<file path="src/rtl/regfile_dump_pkg.sv">
// Shared register-file geometry and the dump engine state encoding.
package regfile_dump_pkg;

  localparam int RF_DATA_WIDTH    = 32;
  localparam int RF_NUM_REGISTERS = 32;
  localparam int RF_ADDR_WIDTH    = 5;

  typedef enum logic [2:0] {
    IDLE,
    FETCH,
    SEND,
    CSUM,
    DONE
  } dump_state_t;

endpackage

</file>
<file path="src/rtl/regfile_dump.sv">
// Register-file dump engine: walks indices 0..NUM_REGISTERS-1 over one read port, one word per 2 cycles, held under out_ready backpressure.
// REGFILE_DUMP_CHECKSUM_EN appends an XOR checksum word at index NUM_REGISTERS.
module regfile_dump
  import regfile_dump_pkg::*;
#(
  parameter int DATA_WIDTH    = RF_DATA_WIDTH,
  parameter int NUM_REGISTERS = RF_NUM_REGISTERS,
  parameter int ADDR_WIDTH    = RF_ADDR_WIDTH
) (
  input  logic                  clk,
  input  logic                  rst,
  input  logic                  start,
  input  logic                  abort,
  output logic [ADDR_WIDTH-1:0] rd_addr,
  input  logic [DATA_WIDTH-1:0] rd_data,
  output logic                  out_valid,
  input  logic                  out_ready,
  output logic [DATA_WIDTH-1:0] out_data,
  output logic [ADDR_WIDTH:0]   out_index,
  output logic                  out_last,
  output logic                  busy,
  output logic                  done
);

  localparam logic [ADDR_WIDTH-1:0] LAST_IDX = ADDR_WIDTH'(NUM_REGISTERS - 1);

  dump_state_t           state_q, state_d;
  logic [ADDR_WIDTH-1:0] idx_q, idx_d;
  logic [DATA_WIDTH-1:0] out_data_q, out_data_d;
  logic [ADDR_WIDTH:0]   out_index_q, out_index_d;
  logic                  out_last_q, out_last_d;
  logic                  out_valid_q, out_valid_d;
  logic                  busy_q, busy_d;
  logic                  done_q, done_d;
  logic                  xfer;
`ifdef REGFILE_DUMP_CHECKSUM_EN
  localparam logic [ADDR_WIDTH:0] CSUM_IDX = (ADDR_WIDTH + 1)'(NUM_REGISTERS);
  logic [DATA_WIDTH-1:0] acc_q, acc_d;
`endif

  assign xfer = out_valid_q & out_ready;

  always_comb begin
    state_d     = state_q;
    idx_d       = idx_q;
    out_data_d  = out_data_q;
    out_index_d = out_index_q;
    out_last_d  = out_last_q;
`ifdef REGFILE_DUMP_CHECKSUM_EN
    acc_d       = acc_q;
`endif
    case (state_q)
      IDLE: begin
        if (start && !abort) begin
          state_d = FETCH;
`ifdef REGFILE_DUMP_CHECKSUM_EN
          acc_d   = '0;
`endif
        end
      end
      FETCH: begin
        state_d     = SEND;
        out_data_d  = rd_data;
        out_index_d = {1'b0, idx_q};
`ifdef REGFILE_DUMP_CHECKSUM_EN
        out_last_d  = 1'b0;
        acc_d       = acc_q ^ rd_data;
`else
        out_last_d  = (idx_q == LAST_IDX);
`endif
      end
      SEND: begin
        if (xfer) begin
          if (idx_q == LAST_IDX) begin
            idx_d       = '0;
`ifdef REGFILE_DUMP_CHECKSUM_EN
            // acc_q already folds in the last register, captured during its FETCH
            state_d     = CSUM;
            out_data_d  = acc_q;
            out_index_d = CSUM_IDX;
            out_last_d  = 1'b1;
`else
            state_d     = DONE;
`endif
          end else begin
            idx_d   = idx_q + ADDR_WIDTH'(1);
            state_d = FETCH;
          end
        end
      end
      CSUM: begin
        if (xfer) state_d = DONE;
      end
      DONE:    state_d = IDLE;
      default: state_d = IDLE;
    endcase
    // Abort wins over a same-cycle transfer: that word is treated as undelivered.
    if (abort && (state_q != IDLE)) begin
      state_d = IDLE;
      idx_d   = '0;
    end
    out_valid_d = (state_d == SEND) || (state_d == CSUM);
    busy_d      = (state_d != IDLE);
    done_d      = (state_d == DONE);
  end

  always_ff @(posedge clk or negedge rst) begin
    if (!rst) begin
      state_q     <= IDLE;
      idx_q       <= '0;
      out_data_q  <= '0;
      out_index_q <= '0;
      out_last_q  <= 1'b0;
      out_valid_q <= 1'b0;
      busy_q      <= 1'b0;
      done_q      <= 1'b0;
`ifdef REGFILE_DUMP_CHECKSUM_EN
      acc_q       <= '0;
`endif
    end else begin
      state_q     <= state_d;
      idx_q       <= idx_d;
      out_data_q  <= out_data_d;
      out_index_q <= out_index_d;
      out_last_q  <= out_last_d;
      out_valid_q <= out_valid_d;
      busy_q      <= busy_d;
      done_q      <= done_d;
`ifdef REGFILE_DUMP_CHECKSUM_EN
      acc_q       <= acc_d;
`endif
    end
  end

  assign rd_addr   = idx_q;
  assign out_valid = out_valid_q;
  assign out_data  = out_data_q;
  assign out_index = out_index_q;
  assign out_last  = out_last_q;
  assign busy      = busy_q;
  assign done      = done_q;

endmodule
</file>
<file path="config.mk">
export PLATFORM = sky130hd
export DESIGN_NAME = regfile_dump
export DESIGN_NICKNAME = d
export VERILOG_FILES = /design/src/rtl/regfile_dump_pkg.sv /design/src/rtl/regfile_dump.sv
export SDC_FILE = /design/constraint.sdc
export NUM_CORES = 1
export LEC_CHECK = 0
export CAP_MARGIN = 5
export CELL_PAD_IN_SITES_DETAIL_PLACEMENT = 1
export CELL_PAD_IN_SITES_GLOBAL_PLACEMENT = 1
export CORE_MARGIN = 3
export CORE_UTILIZATION = 33
export CTS_CLUSTER_DIAMETER = 200
export DETAILED_ROUTE_END_ITERATION = 12
export PLACE_DENSITY = 0.9
export SLEW_MARGIN = 0
export SYNTH_ARGS = -nofsm -noshare
export SYNTH_HDL_FRONTEND = slang
export SYNTH_SLANG_ARGS = --single-unit
</file>
<file path="constraint.sdc">
create_clock -name clk -period 2.12 [get_ports clk]
set_input_delay 0.424 -clock clk [delete_from_list [all_inputs] [get_ports clk]]
set_output_delay 0.424 -clock clk [all_outputs]
set_load 0.02 [all_outputs]
</file>
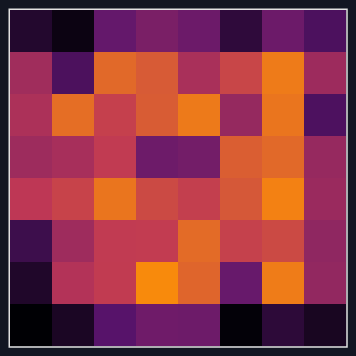
**Above:** cell density map.
(4 px per um) 8 x 8 tiles, from black (low) to pale yellow (high), 0 to 100% covered.
fullest tile: 74%
nearly empty tiles: 3.1%
mean over tiles: 42%
emptiest ninth of the die: bottom left
fp_density: 0.3522
share of the core filled with cells in the final layout: 0.5334

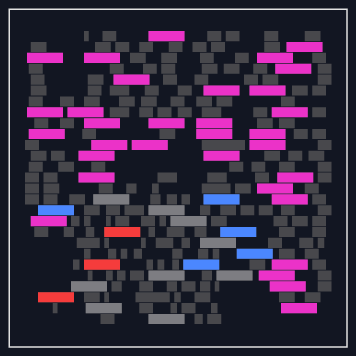
**Above:** sequential cells grouped by signal name.
(4 px per um)
[magenta] out_data | sequential cells: 32 | where: all over the die
[red] state_q | sequential cells: 3
[blue] out_index | sequential cells: 5
not colored: 9
Power Sequential: 1.44 mW
register area: 1226 um^2

==> flow_metrics.py <==
# Metrics from the implementation run
metrics = {
    "synth": {
        "yosysTopAreaCell": "dfrtp_1",
        "postSynthRegisterBits": 49,
        "postSynthCellCount": 140,
        "fraction_of_the_yosys_area_taken_by_sequential_cells": 0.6098,
    },
    "drt": {
        "remaining_drc_errors": 0,
        "vias": 1457,
        "first_pass_iters": 4,
    },
    "worst_setup_path": {
        "crit_path_start": "rd_addr[0]$_DFFE_PN0P_",
        "crit_start_category": "register",
        "crit_arrival_ns": 2.20,
    },
    "layout": {
        "comb.multi_input.count": 82,
        "n_antenna_cell": 0,
        "multi_input_comb_area_um2": 739.5,
        "largestClassByArea": "flip-flops and latches",
        "flop-count": 49,
        "final_layout_size_suffix_gt1_frac": 0.1535,
        "layout_buffering_overhead_excluding_clock_cells": 0.2818,
        "final_cell_count_no_fill": 300,
        "layout.non_clock_inverters": 3,
    },
    "cts": {
        "clk_path_buf_depth": 2,
    },
    "power": {
        "power-top-group": "combinational cells",
        "seq_power_share": 0.390,
        "clk-power_mw": 0.697,
    },
    "placed_design": {
        "buffer_ports.inserted": 82,
    },
    "global_routing": {
        "grt.total_usage": 0.1485,
        "use_met3": 0.04936,
        "via_count_of_the_first_global_routing_pass": 1637,
        "groute.layer.met2.usage": 0.2518,
    },
    "run_status": {
        "run_status": "finished clean",
    },
}
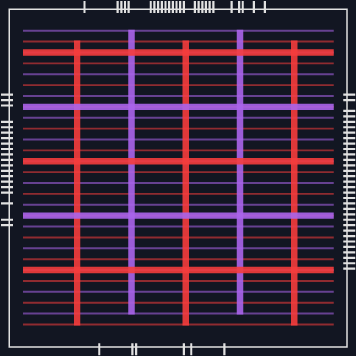
**Above:** supply network.
(4 px per um) Pins as bars on the die edge.
[purple] VDD
[red] VSS
met4 straps: 5
rows: 27
signal pins: 84
die span in x: 84.06 um
VDD IR max: 0.6653 mV
Floorplan Core Area: 5709 um^2

-- worst max-delay path: stages (launching register included) --
cell and delay, ns:
dfrtp_1 0.46, ha_1 0.27, and3_1 0.20, ha_1 0.28
or4_1 0.53, a21oi_1 0.16
-- synth_stat cells, drive strengths merged --
master and n:
or4 4, clkbuf 1, a21oi 6, nor4bb 1, nand3 2, buf 5
mux2 38, nor3 2, and4b 1, a21boi 1, and3 2, a41oi 1
dfrtp 49, conb 1, nand2b 2, o31ai 2, nor2 4, nor2b 3
nand4b 2, ha 2, inv 3, o21ai 6, nand3b 1, a31oi 1
-- kinds of logic after synthesis --
family	count (synthesis)
compound gates	17
fa+ha+maj	2
buf+inv	9
flops	49
mux	38
other cells	1
simple gates	24
Power is estimated from default activity; no workload was simulated.
